run_1/clk_routes.png
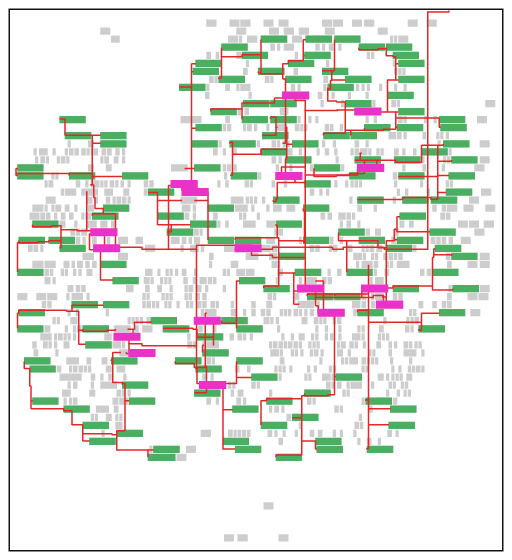
run_1/placement_by_type.png
The bar under the picture is 50 um long.
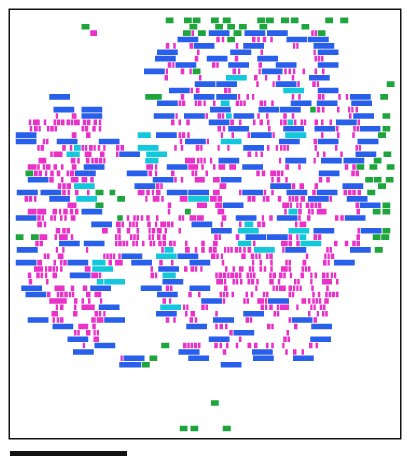
run_1/wires.png
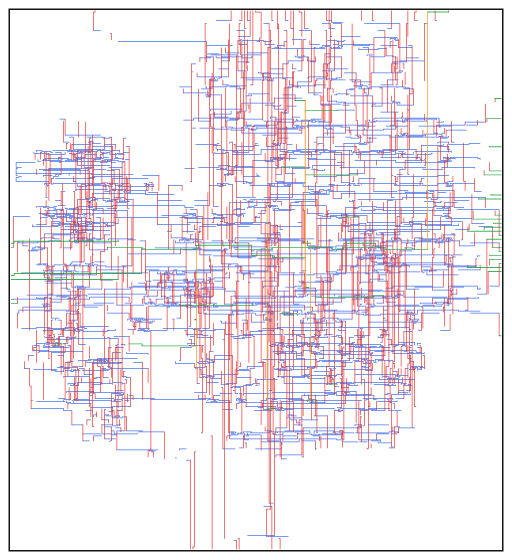
`config.mk`:
```
export PLATFORM = sky130hd
export DESIGN_NAME = prog_loader
export DESIGN_NICKNAME = d
export VERILOG_FILES = /design/src/rtl/rv32i_pkg.sv /design/src/rtl/byte_packer.sv /design/src/rtl/prog_loader.sv
export SDC_FILE = /design/constraint.sdc
export NUM_CORES = 1
export LEC_CHECK = 0
export ABC_AREA = 1
export CAP_MARGIN = 15
export CORE_ASPECT_RATIO = 1.1
export CORE_MARGIN = 2
export CORE_UTILIZATION = 25
export CTS_CLUSTER_SIZE = 8
export DETAILED_ROUTE_END_ITERATION = 7
export MAX_ROUTING_LAYER = met4
export PLACE_DENSITY = 0.46
export SETUP_SLACK_MARGIN = 0.05
export SYNTH_ARGS = -nofsm -noshare
export SYNTH_HDL_FRONTEND = slang
export SYNTH_SLANG_ARGS = --single-unit
```
`constraint.sdc`:
```
create_clock -name clk -period 4.7 [get_ports clk]
set_clock_uncertainty 0.1 [all_clocks]
set_input_delay 0.47 -clock clk [delete_from_list [all_inputs] [get_ports clk]]
set_output_delay 0.47 -clock clk [all_outputs]
set_load 0.05 [all_outputs]
```
`src/rtl/rv32i_pkg.sv`:
```
// Shared types and constants for the RV32I program loader: FSM states,
// error codes and the byte order used to pack frame data into words.
package rv32i_pkg;

   typedef enum logic [2:0] {
      ST_IDLE,
      ST_LEN0,
      ST_LEN1,
      ST_DATA,
      ST_CHK,
      ST_DONE,
      ST_ERR
   } ld_state_t;

   localparam logic [1:0] ERR_NONE     = 2'b00;
   localparam logic [1:0] ERR_BAD_LEN  = 2'b01;
   localparam logic [1:0] ERR_TIMEOUT  = 2'b10;
   localparam logic [1:0] ERR_CHECKSUM = 2'b11;

   localparam bit FRAME_LITTLE_ENDIAN = 1'b1;

   // States in which the loader is consuming the byte stream.
   function automatic logic is_loading(ld_state_t s);
      return (s == ST_LEN0) || (s == ST_LEN1) || (s == ST_DATA) || (s == ST_CHK);
   endfunction

endpackage

```
`src/rtl/byte_packer.sv`:
```
// Assembles four consecutive bytes into a 32-bit word; word/word_done are
// valid combinationally in the cycle the fourth byte is presented.
module byte_packer
   import rv32i_pkg::*;
(
   input  logic        clk,
   input  logic        Reset,
   input  logic        clear,
   input  logic        en,
   input  logic [7:0]  data,
   output logic [1:0]  byte_idx,
   output logic [31:0] word,
   output logic        word_done
);

   logic [23:0] lower;

   always_ff @(posedge clk or posedge Reset) begin
      if (Reset) begin
         lower    <= '0;
         byte_idx <= '0;
      end else if (clear) begin
         lower    <= '0;
         byte_idx <= '0;
      end else if (en) begin
         case (byte_idx)
            2'd0:    lower[7:0]   <= data;
            2'd1:    lower[15:8]  <= data;
            2'd2:    lower[23:16] <= data;
            default: ;
         endcase
         byte_idx <= byte_idx + 2'd1;
      end
   end

   assign word = FRAME_LITTLE_ENDIAN ? {data, lower}
                                     : {lower[7:0], lower[15:8], lower[23:16], data};
   assign word_done = en && (byte_idx == 2'd3);

endmodule

```
`src/rtl/prog_loader.sv`:
```
// Streams a length-prefixed, XOR-checksummed program image into instruction
// memory and holds the core in reset until a load completes cleanly.
module prog_loader
   import rv32i_pkg::*;
#(
   parameter int IMEM_WORDS = 1024,
   parameter int TIMEOUT    = 100000
) (
   input  logic        clk,
   input  logic        Reset,
   input  logic        start,
   input  logic        rx_valid,
   input  logic [7:0]  rx_data,
   output logic        rx_ready,
   output logic        imem_we,
   output logic [9:0]  imem_addr,
   output logic [31:0] imem_wd,
   output logic        core_rst,
   output logic        done,
   output logic [1:0]  err_code
);

   ld_state_t   state, state_d;
   logic [1:0]  err_d;
   logic [7:0]  len_lo;
   logic [15:0] n_words;
   logic [9:0]  word_idx;
   logic [7:0]  csum;
   logic [31:0] tcnt;

   logic        accept, pk_en, pk_done, last_word, to_hit;
   logic [1:0]  pk_idx;
   logic [31:0] pk_word;
   logic [16:0] len_rx;

   assign accept    = rx_valid && rx_ready;
   assign pk_en     = accept && !start && (state == ST_DATA);
   assign len_rx    = {1'b0, rx_data, len_lo};
   assign to_hit    = (tcnt == 32'(TIMEOUT - 1));
   assign last_word = (pk_idx == 2'd3) && ({6'b0, word_idx} == n_words - 16'd1);

   byte_packer u_packer (
      .clk       (clk),
      .Reset     (Reset),
      .clear     (start),
      .en        (pk_en),
      .data      (rx_data),
      .byte_idx  (pk_idx),
      .word      (pk_word),
      .word_done (pk_done)
   );

   always_comb begin
      state_d = state;
      err_d   = err_code;
      if (start) begin
         state_d = ST_LEN0;
         err_d   = ERR_NONE;
      end else if (accept) begin
         case (state)
            ST_LEN0: state_d = ST_LEN1;
            ST_LEN1: begin
               if (len_rx >= 17'd1 && len_rx <= 17'(IMEM_WORDS)) begin
                  state_d = ST_DATA;
               end else begin
                  state_d = ST_ERR;
                  err_d   = ERR_BAD_LEN;
               end
            end
            ST_DATA: if (last_word) state_d = ST_CHK;
            ST_CHK: begin
               if (rx_data == csum) begin
                  state_d = ST_DONE;
               end else begin
                  state_d = ST_ERR;
                  err_d   = ERR_CHECKSUM;
               end
            end
            default: ;
         endcase
      end else if (is_loading(state) && to_hit) begin
         state_d = ST_ERR;
         err_d   = ERR_TIMEOUT;
      end
   end

   // Outputs are registered from the next state so they line up with it.
   always_ff @(posedge clk or posedge Reset) begin
      if (Reset) begin
         state     <= ST_IDLE;
         err_code  <= ERR_NONE;
         rx_ready  <= 1'b0;
         done      <= 1'b0;
         core_rst  <= 1'b1;
         imem_we   <= 1'b0;
         imem_addr <= '0;
         imem_wd   <= '0;
         len_lo    <= '0;
         n_words   <= '0;
         word_idx  <= '0;
         csum      <= '0;
         tcnt      <= '0;
      end else begin
         state    <= state_d;
         err_code <= err_d;
         rx_ready <= is_loading(state_d);
         done     <= (state_d == ST_DONE);
         core_rst <= (state_d != ST_DONE);
         imem_we  <= 1'b0;
         if (start) begin
            word_idx  <= '0;
            csum      <= '0;
            tcnt      <= '0;
            imem_addr <= '0;
         end else begin
            if (accept || !is_loading(state)) tcnt <= '0;
            else                              tcnt <= tcnt + 32'd1;
            if (accept && state == ST_LEN0) len_lo  <= rx_data;
            if (accept && state == ST_LEN1) n_words <= len_rx[15:0];
            if (pk_en) begin
               csum <= csum ^ rx_data;
               if (pk_done) begin
                  imem_we   <= 1'b1;
                  imem_wd   <= pk_word;
                  imem_addr <= word_idx;
                  if (!last_word) word_idx <= word_idx + 10'd1;
               end
            end
         end
      end
   end

endmodule

```
==> flow_summary.yaml, run 1 <==
# yosys + openroad results
routing:
  met1Wirelength_um: 8700
  wl_met2_um: 8720
clocking:
  numCtsBuffers: 17
  post_cts_resized: 0
  clock_sinks: 151
floorplanning:
  die-area_sq_um: 30400
  well_tap_count: 368
  die_w_um: 166
  fp-utilization: 0.253
  io_pins: 60
synth:
  ys_types: 39
  synthTopCellsByArea: "dfrtp_1, nand2_1, o21ai_0"
  topCombFamilyByArea: "simple AND/OR/NAND/NOR gates"
  compound_area_frac: 0.110
  synth-main-ff-cell: "dfrtp_1"
  netlist_area_sq_um: 7250
  ys_sh_xor: 0.0230
  syn_nets: 907
  top_cells_by_count: "nand2_1, dfrtp_1, inv_1"
  synth_area_per_cell_sq_um: 8.16
final_timing:
  maxSlewHeadroom: 0.405
  worst-slew-pin-transition_ps: 891
  slew_viol_final: 0
  fmax_mhz: 339
  min_period_over_period: 0.627
  timing.hold.ws_ps: 359
global_route:
  gr-total-overflow: 0
  top_usage_layer: "met2"
  grt_pass1_vias: 5874
  antenna_found_initial: 0
power_and_ir_drop:
  combinationalPower_mw: 0.684
  pg_clk_mw: 1.38
  p_int_mw: 2.37
  power_frac_comb: 0.190
  switching_power_mw: 1.23
  total_power_mw: 3.60
  p_seq_frac: 0.428
placed_design:
  io_buffers: 59
  hpwl_um: 13300
  place_area_sq_um: 8270
layout:
  drive_above_1_share: 0.0718
  mi_logic_area_sq_um: 2920
  comb_area_frac: 0.328
  n_all_buffers: 64
  final_nets: 967
  dominant-cell-class: "flip-flops and latches"
  flops: 151
  top_regs: "imem_wd x32, tcnt x32, u_packer.lower x24"
  comb_cells: 590
  n_clock_buffer: 17
setup_path:
  critPathCapture: "word_idx[3]"
  r2r_slack_ps: 1880
  r2r_end: "word_idx[3]"
  worstSetupStartpointType: "primary input"
  r2r_cells: 12
  cp.arrival_ps: 3170
  max_stage_delay_ps: 510
  cp.required_ps: 4920
flow_run:
  warnings: 29
run_status:
  status: "finished clean"
worst_hold_path:
  whs_path_depth: 1
-- clk_routes.png (at the start) --
Red shows clock wires, length 2,180 um. Magenta shows clock drivers, count 17. Green shows flip-flops, count 151.
There are 18 routed clock nets.
clock network power share: 0.383
worst skew pair latency: 430 ps

-- placement_by_type.png (at the start) --
Blue shows sequential cells, cells 151, share of their area 45%. Magenta shows combinational and other logic, cells 714, share of their area 40%. Cyan shows clock drivers and dummy loads, cells 32, share of their area 7.2%. Green shows remaining buffers and delay cells, cells 64, share of their area 7.6%.
num rows: 65
final cell area excluding filler cells: 8880 sq um
final core utilization: 0.310
flop share of the area: 0.426
core outline area: 28,600 sq um

-- wires.png (at the start) --
Green shows metal 3, wire length 514 um. Orange shows metal 4, wire length 306 um. Blue shows metal 1, wire length 8,700 um. Red shows metal 2, wire length 8,720 um.
mean routed wirelength per cell: 13.7 um
Total GRT Usage: 0.131
via count: 5,792
WL final: 18,200 um

==> run 1 -> run 2 <==
clock period = 2.5 ns   (was 4.7 ns; I/O delays follow)
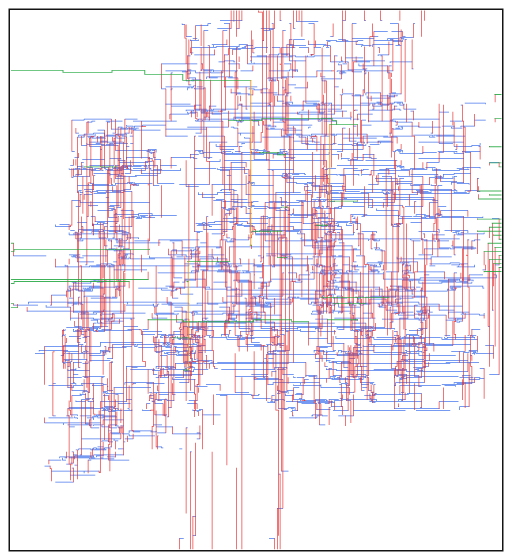
run_2/wires.png
WL final: 18,500 um
mean routed wirelength per cell: 13.7 um
Total GRT Usage: 0.133
via count: 5,841

==> run 2 against run 1 <==
Worst hold slack got worse by 160 ps. Flip-flop count did not move. Critical path depth rose by 3.
==> flow_summary.yaml, run 2 <==
# yosys + openroad results
global_route:
  antenna_found_initial: 0
  top_usage_layer: "met2"
  gr-total-overflow: 0
layout:
  n_clock_buffer: 18
  comb_cells: 590
  top_regs: "imem_wd x32, tcnt x32, u_packer.lower x24"
  flops: 151
  comb_area_frac: 0.326
  n_all_buffers: 82
  dominant-cell-class: "flip-flops and latches"
  drive_above_1_share: 0.101
power_and_ir_drop:
  total_power_mw: 6.95
  switching_power_mw: 2.26
  p_int_mw: 4.68
  power_frac_comb: 0.199
  pwr-share-clk: 0.381
  pg_clk_mw: 2.65
  combinationalPower_mw: 1.38
floorplanning:
  die-area_sq_um: 30400
  rows: 65
  io_pins: 60
  coreArea_sq_um: 28600
clocking:
  numCtsBuffers: 17
placed_design:
  hpwl_um: 13600
synth:
  synth-main-ff-cell: "dfrtp_1"
  synthTopCellsByArea: "dfrtp_1, nand2_1, o21ai_0"
  ys_types: 39
final_timing:
  min_period_over_period: 0.910
  fmax_mhz: 440
  slew_viol_final: 0
  timing.hold.ws_ps: 200
setup_path:
  r2r_cells: 15
  r2r_slack_ps: 230
  critPathCapture: "rx_ready"
  max_stage_delay_ps: 450
  cp.required_ps: 2720
run_status:
  status: "finished clean"
Power and IR drop assume default switching activity.
